[src/rtl/fifo_rd_stage.sv]
// Read-side consumer of the FIFO pointer controller: owns the read pointer,
// strobes the synchronous-read storage and presents each word on a valid/ready stream.
module fifo_rd_stage #(
  parameter int width  = 1,
  parameter int dwidth = 8
) (
  input  logic              clk_i,
  input  logic              rst_n_i,
  input  logic              empty_i,
  input  logic              r_busy_i,
  input  logic [width:0]    r_ptr_next_i,
  output logic [width:0]    r_ptr_o,
  output logic              rd_en_o,
  output logic [width:0]    rd_addr_o,
  input  logic [dwidth-1:0] rd_data_i,
  output logic [dwidth-1:0] data_o,
  output logic              valid_o,
  input  logic              ready_i,
  output logic [15:0]       pops_o
);

  typedef enum logic [1:0] {
    IDLE,
    FETCH,
    HOLD
  } state_t;

  state_t state;
  logic   can_read;

  assign can_read = !empty_i && !r_busy_i;

  // Storage samples this at the issue edge, i.e. the pre-advance pointer.
  assign rd_addr_o = r_ptr_o;

  // NOTE: all state here uses non-blocking assignments so every register
  // samples pre-edge values; blocking would make the update order matter.
  always_ff @(posedge clk_i or negedge rst_n_i) begin
    if (!rst_n_i) begin
      state   <= IDLE;
      r_ptr_o <= '0;
      rd_en_o <= 1'b0;
      data_o  <= '0;
      valid_o <= 1'b0;
      pops_o  <= '0;
    end else begin
      case (state)
        IDLE: begin
          valid_o <= 1'b0;
          if (can_read) begin
            rd_en_o <= 1'b1;
            r_ptr_o <= r_ptr_next_i;
            state   <= FETCH;
          end
        end

        FETCH: begin
          rd_en_o <= 1'b0;
          data_o  <= rd_data_i;
          valid_o <= 1'b1;
          state   <= HOLD;
        end

        HOLD: begin
          // valid_o is always high here, so ready_i alone marks an accept.
          if (ready_i) begin
            pops_o  <= pops_o + 16'd1;
            valid_o <= 1'b0;
            if (can_read) begin
              rd_en_o <= 1'b1;
              r_ptr_o <= r_ptr_next_i;
              state   <= FETCH;
            end else begin
              state <= IDLE;
            end
          end
        end

        default: begin
          rd_en_o <= 1'b0;
          valid_o <= 1'b0;
          state   <= IDLE;
        end
      endcase
    end
  end

endmodule

[config.mk]
export PLATFORM = sky130hd
export DESIGN_NAME = fifo_rd_stage
export DESIGN_NICKNAME = d
export VERILOG_FILES = /design/src/rtl/fifo_rd_stage.sv
export SDC_FILE = /design/constraint.sdc
export NUM_CORES = 1
export LEC_CHECK = 0
export CAP_MARGIN = 5
export CORE_MARGIN = 2
export CORE_UTILIZATION = 39
export DETAILED_ROUTE_END_ITERATION = 7
export MAX_ROUTING_LAYER = met4
export PLACE_DENSITY = 0.74
export SETUP_SLACK_MARGIN = 0.15
export SYNTH_ARGS = -nofsm -noshare
export SYNTH_HDL_FRONTEND = slang
export SYNTH_SLANG_ARGS = --single-unit
[constraint.sdc]
create_clock -name clk_i -period 1.2 [get_ports clk_i]
set_input_delay 0.18 -clock clk_i [delete_from_list [all_inputs] [get_ports clk_i]]
set_output_delay 0.18 -clock clk_i [all_outputs]
set_load 0.005 [all_outputs]
==> results.txt, run 1 <==
Entry: Yosys synthesis followed by OpenROAD place and route.

Run status:
- The flow ran to the end, but the final reports show violations.
- The checks that failed: setup timing.

Logic synthesis:
- The run puts the distinct cell type count of the synthesized netlist at 23.
- The run puts the floorplan net count at 113.
- The run gives the number of cell instances after yosys synthesis as 97.
- Yosys attributes the largest share of cell area to dfrtp_1 59%, xnor2_1 8.9%, mux2_2 8.8%.

CTS:
- Looking at the worst setup and hold paths, the clock pins of their registers show a slew of 0.09 ns.
- TritonCTS built the clock tree.
- The run puts the number of clock sinks at 30.
- The longest clock path from root to sink contains 2 buffers.

Floorplanning:
- In this run the vertical extent of the chip is 61.2 um.
- The run gives the x dimension of the die as 61.2 um.
- In this run the count of I/O pins placed on the die edge is 45.

Setup path:
- The run puts the maximum fanout encountered on the critical timing path at 5.
- The run gives the nature of the critical path startpoint as a flop.
- For reference, the most critical setup path is categorized as reg -> reg.

Worst hold path:
- Note that the worst hold path type here is in -> async.

Power:
- The run gives the standby leakage power as ~1.2 nW.
- The run puts the maximum VDD drop at 1090 uV.

Final timing:
- In the final report, the number of endpoints failing setup comes to 22.
- The run gives the part of the cycle the worst path needs as 1.10.
- Final hold analysis gives a worst-case slack of 0.215 ns.
- The run puts the setup slack of the critical path after layout at -0.115 ns.

Place:
- After its last routability iteration, the placer logged a weighted congestion of 0.773.
- The run gives the total of buffers placed on input and output ports as between 40 and 50.

GRT:
- The run puts the remaining global-route overflow at 0.
- The run puts the number of global-route vias before repair at between 1000 and 1500.

Final layout:
- The run gives the final non-filler cell total as 240.

Job:
- The report counts max-capacitance violations totalling 0.
[run 1: timing repair]
action / CTS / global route
cloned: 1 / 0
hold buffers: 0 / 0
gates resized: 134 / 18
pin swaps: 9 / 4
buffers inserted: 27 / 7
setup endpoints to repair: 55 / 57
[run 1: cell families after synthesis]
family	after synthesis	synth area share
DFF	30	0.588
xor gates and xnor gates	15	0.103
and+or+nand+nor	31	0.170
muxes	10	0.0882
adders and majority gates	1	0.00980
AOI/OAI and AO/OA	3	0.0137
buffers and inverters	7	0.0274
[run 1: Yosys cell counts (all sizes together)]
cell type	count
ha	1
nor3b	1
inv	4
or2	1
nand3b	1
and4	2
xnor2	13
nor3	5
nand3	5
and3	1
nor2b	1
xor2	2
nand2	9
o21ai	2
and2	1
dfrtp	30
nand4	4
a21o	1
buf	3
mux2	10
[run 1: flip-flops by register name (all words and copies together) (netlist names)]
name	flops
data_o	8
r_ptr_o	2
state	2
valid_o	1
rd_en_o	1
pops_o	16
[run 1: cell type report]
cell class | count | area, um2 | share of cell area
Clock buffer | 8 | 78.8 | 0.0348
Inverter | 4 | 15.0 | 0.00663
Sequential cell | 30 | 754 | 0.333
Multi-Input combinational cell | 60 | 616 | 0.272
Timing Repair Buffer | 94 | 744 | 0.329
Tap cell | 44 | 55.1 | 0.0243
[run 1: critical path, stage by stage, from the launching register on]
cell and delay, ns:
dfrtp_2 0.44, nand3b_4 0.21, nor3_4 0.28, buf_4 0.16, xor2_1 0.15
[run 1: path summary, 6_finish.rpt]
kind,from,endpoint,slack [ns],cells past startpoint
setup / recovery,state[0]$_DFFE_PN0P_,pops_o[6]$_DFFE_PN0P_,-0.11,4
min in group clk_i,rd_data_i[4],data_o[4]$_DFFE_PN0P_,0.46,2
hold / removal,rst_n_i,pops_o[15]$_DFFE_PN0P_,0.21,2
hold reg to reg,data_o[1]$_DFFE_PN0P_,data_o[1]$_DFFE_PN0P_,0.53,1
setup reg to reg,state[0]$_DFFE_PN0P_,pops_o[6]$_DFFE_PN0P_,-0.11,4
max in group asynchronous,rst_n_i,pops_o[3]$_DFFE_PN0P_,0.82,2
[run 1: power by group]
| group | internal [mW] | leakage (nW) | switching [mW] |
|---|---|---|---|
| clock | 0.400 | 0.0446 | 0.345 |
| sequential | 1.18 | 0.383 | 0.108 |
| combinational | 0.809 | 0.771 | 0.465 |
| total | 2.39 | 1.20 | 0.918 |
[run 1: per-stage QoR]
stage,instance area [um2],power [mW]
2_1_floorplan,1320,1.66
3_5_place_dp,1920,2.24
4_1_cts,2140,3.21
5_1_grt,2260,3.49
3_3_place_gp,1920,2.21
6_report,2260,3.31
[run 1: metal layers]
metal  up-vias  global-route usage  share of wire
met5         -                   -              0
met4         0              0.0807          0.019
met3         7              0.0504          0.061
met2        43               0.324           0.51
met1       521               0.234           0.41
li1        526                   -              -
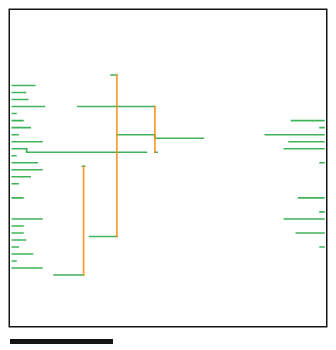
Run 1: wiring by layer
The bar under the picture is 20 um long. Two of the layers only.
- green: met3 (wire length 196 um)
- orange: met4 (wire length 61.2 um)
via total after detailed routing: 1097
routed length per instance: 13.4 um

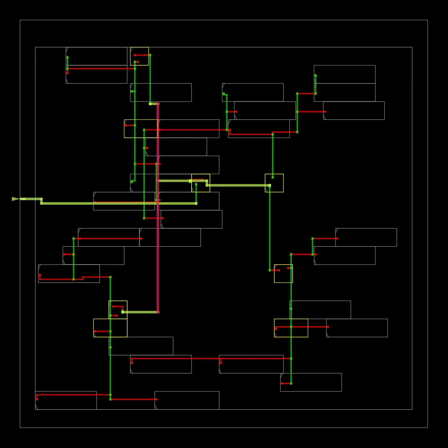
Run 1: the clock network
Clock Skew: 0.00495 ns
clock group total power: 0.745 mW
FFs & Latches: 30

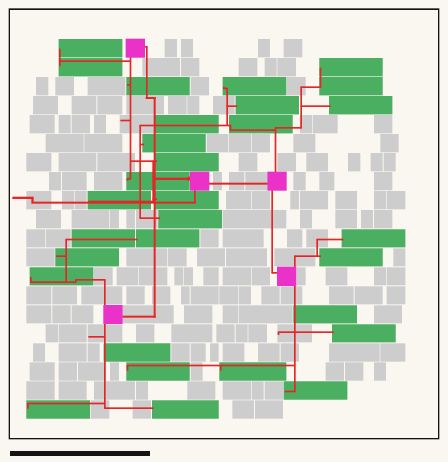
Run 1: clock wires, drivers and flops
The bar under the picture is 20 um long.
- green: flip-flops (count 30)
- magenta: cells driving clock nets (count 5)
- red: clock wires (length 369 um)
- routed clock nets: 6

==> run 2, diff against run 1 <==
--- a/config.mk
+++ b/config.mk
@@ -6,7 +6,7 @@
 export NUM_CORES = 1
 export LEC_CHECK = 0
 export CAP_MARGIN = 5
-export CORE_MARGIN = 2
+export CORE_MARGIN = 1
 export CORE_UTILIZATION = 39
 export DETAILED_ROUTE_END_ITERATION = 7
 export MAX_ROUTING_LAYER = met4
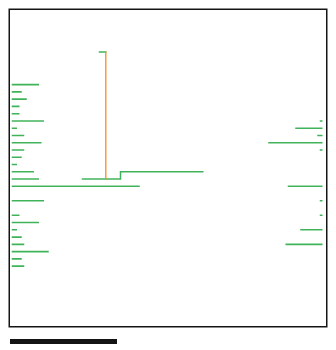
Run 2: wiring by layer
The bar under the picture is 20 um long. Two of the layers only.
- green: met3 (wire length 147 um)
- orange: met4 (wire length 23.8 um)
final wirelength: 3190 um
via total after detailed routing: 1102
routed length per instance: 13.1 um
global router's overall resource usage: 0.201

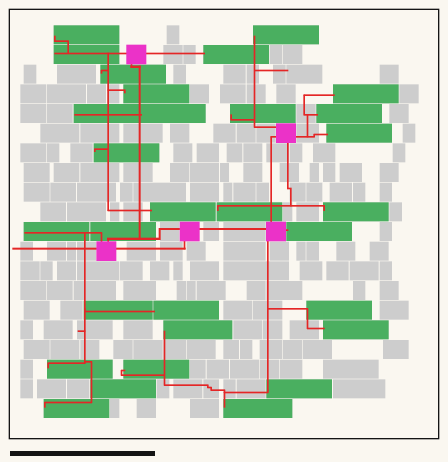
Run 2: clock wires, drivers and flops
The bar under the picture is 20 um long.
Worst-Skew Late Latency: 0.32 ns
Clock Skew: 0.00557 ns
portion of total power attributed to the clock network: 0.220
clock group total power: 0.746 mW

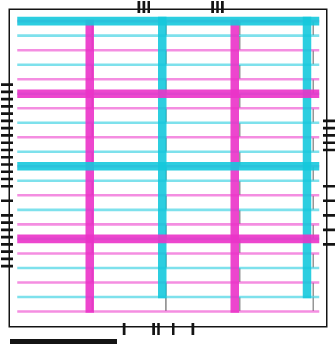
Run 2: power grid
The bar under the picture is 20 um long. Pins as bars on the die edge. Tap cells in grey.
- cyan: VDD
- magenta: VSS
- met1 rails: 21
- met4 straps: 4
- met5 straps: 4
- rows: 20
- signal pins: 45
worst-case vdd ir drop: 1070 uV
die boundary height: 59.2 um
overall die width: 59.2 um
floorplan core area: 3080 um2

==> run 2 against run 1 <==
Net effect:
- the flow still finishes with violations (setup timing)
- clock skew rose by 0.00062 ns
- cell area rose by 0.99%
- maximum frequency fell by 0.77%
- wire length fell by 1.0%
==> results.txt, run 2 <==
Entry: Yosys synthesis followed by OpenROAD place and route.

Logic synthesis:
- The floorplan net count is 113 (unchanged).
- The run gives the count of library flops with an enable pin as 0 (unchanged).
- The run puts the distinct cell type count of the synthesized netlist at 23 (unchanged).
- The number of cell instances after yosys synthesis came to 97 (unchanged).
- The run gives the dominant cell by count in the synthesized netlist as dfrtp_1 (unchanged).
- The proportion of synthesized flip-flops having asynchronous set or reset is 1.00 (unchanged).

Final timing:
- The run puts the final number of setup-violating endpoints at 18 (was 22).
- The setup slack of the critical path after layout was -0.125 ns (was -0.115 ns).
- The final hold slack came to 0.220 ns (was 0.215 ns).

Run status:
- Violations in the final reports: setup timing (unchanged).
- Status: complete, but fails checks (unchanged).

GRT:
- The run puts the number of global-route vias before repair at 1169 (was 1103).
- The routing layer with the top usage in global route is met2 (unchanged).
- The run puts the met1 track demand over resource in global routing at 0.229 (was 0.234).

Power:
- The run puts the proportion of power drawn by combinational gates at 0.397 (was 0.385).
- The run puts the internal power summed over all cells at 2.46 mW (was 2.39 mW).
- The run puts the net switching power figure at 0.931 mW (was 0.918 mW).

Place:
- The run gives the total of buffers placed on input and output ports as 44 (unchanged).
- The run gives the placer congestion estimate as 0.758 (was 0.773).

Setup path:
- The category of cells accounting for the largest share of critical-path delay is simple AND/OR/NAND/NOR gates (unchanged).
- The peak per-stage delay on the critical path was 0.41 ns (was 0.44 ns).
- The run puts the combined buffer and inverter count along the critical path at 0 (was 1).

Floorplanning:
- The run puts the I/O pin count at 45 (unchanged).

CTS:
- The run gives the post-cts hold-fix buffer tally as 0 (unchanged).
- The run gives the TritonCTS clock tree as built (unchanged).
- The run puts the number of clock sinks at 30 (unchanged).

Final layout:
- The run gives the flip-flop count of the largest register after layout as 16 (unchanged).
- The run gives the top register by number of flip-flops as pops_o (unchanged).
- The run gives the final non-filler cell total as 244 (was 240).

Job:
- The max-capacitance violation count is 0 (unchanged).
[run 2: cell counts after synthesis]
No cell type changed its count.
[run 2: area by class of cell]
class / instances / area, um2
Sequential cell: 30 / 754
Inverter: 4 / 15.0
Fill cell: 206 / 792
Multi-Input combinational cell: 60 / 583
Timing Repair Buffer: 98 / 800
Clock buffer: 8 / 78.8
Tap cell: 44 / 55.1
[run 2: power groups by stage]
stage                     clock network, mW  logic, mW  registers [mW]
after floorplan                           0      0.304            1.36
after global placement                    0      0.914            1.32
after detailed placement                  0      0.929            1.33
after CTS                             0.769       1.24            1.28
after global routing                  0.805       1.45            1.32
final                                 0.746       1.35            1.30
[run 2: worst paths after layout]
check	end	slack [ns]	start	depth (start not counted)
min reg2reg	valid_o$_DFFE_PN0P_	0.49	valid_o$_DFFE_PN0P_	1
min in group clk_i	r_ptr_o[1]$_DFFE_PN0P_	0.47	r_ptr_next_i[1]	2
max	pops_o[9]$_DFFE_PN0P_	-0.12	state[0]$_DFFE_PN0P_	4
max reg2reg	pops_o[9]$_DFFE_PN0P_	-0.12	state[0]$_DFFE_PN0P_	4
max in group asynchronous	state[1]$_DFFE_PN0P_	0.80	rst_n_i	2
min	pops_o[12]$_DFFE_PN0P_	0.22	rst_n_i	2
[run 2: metrics by stage]
stage	area, um2	total power [mW]
finish	2290	3.39
global route	2290	3.57
CTS	2180	3.29
detailed placement	1930	2.26
global placement	1930	2.23
floorplan	1320	1.66
[run 2: kinds of logic (layout without fill, tap and decap cells)]
kind of cell    after synthesis  in the layout  share of synthesized area
simple gates                 31             31                      0.170
compound gates                3              3                     0.0137
xor+xnor                     15             15                      0.103
mux                          10             10                     0.0882
fa+ha+maj                     1              1                    0.00980
buf+inv                       7            110                     0.0274
flops                        30             30                      0.588
[run 2: repair_timing]
| item | in CTS | in global routing |
|---|---|---|
| gates resized | 139 | 17 |
| setup endpoints to repair | 56 | 50 |
| gates cloned | 1 | 0 |
| pin swaps | 13 | 13 |
| buffers inserted | 29 | 7 |
[run 2: routing by layer]
layer | part of all wire | wire [um] | vias up
met5 | 0 | 0 | -
met4 | 0.0072 | 23 | 0
met3 | 0.046 | 146 | 2
met2 | 0.53 | 1680 | 38
met1 | 0.42 | 1330 | 530
li1 | - | - | 532
Power is estimated from default activity; no workload was simulated.
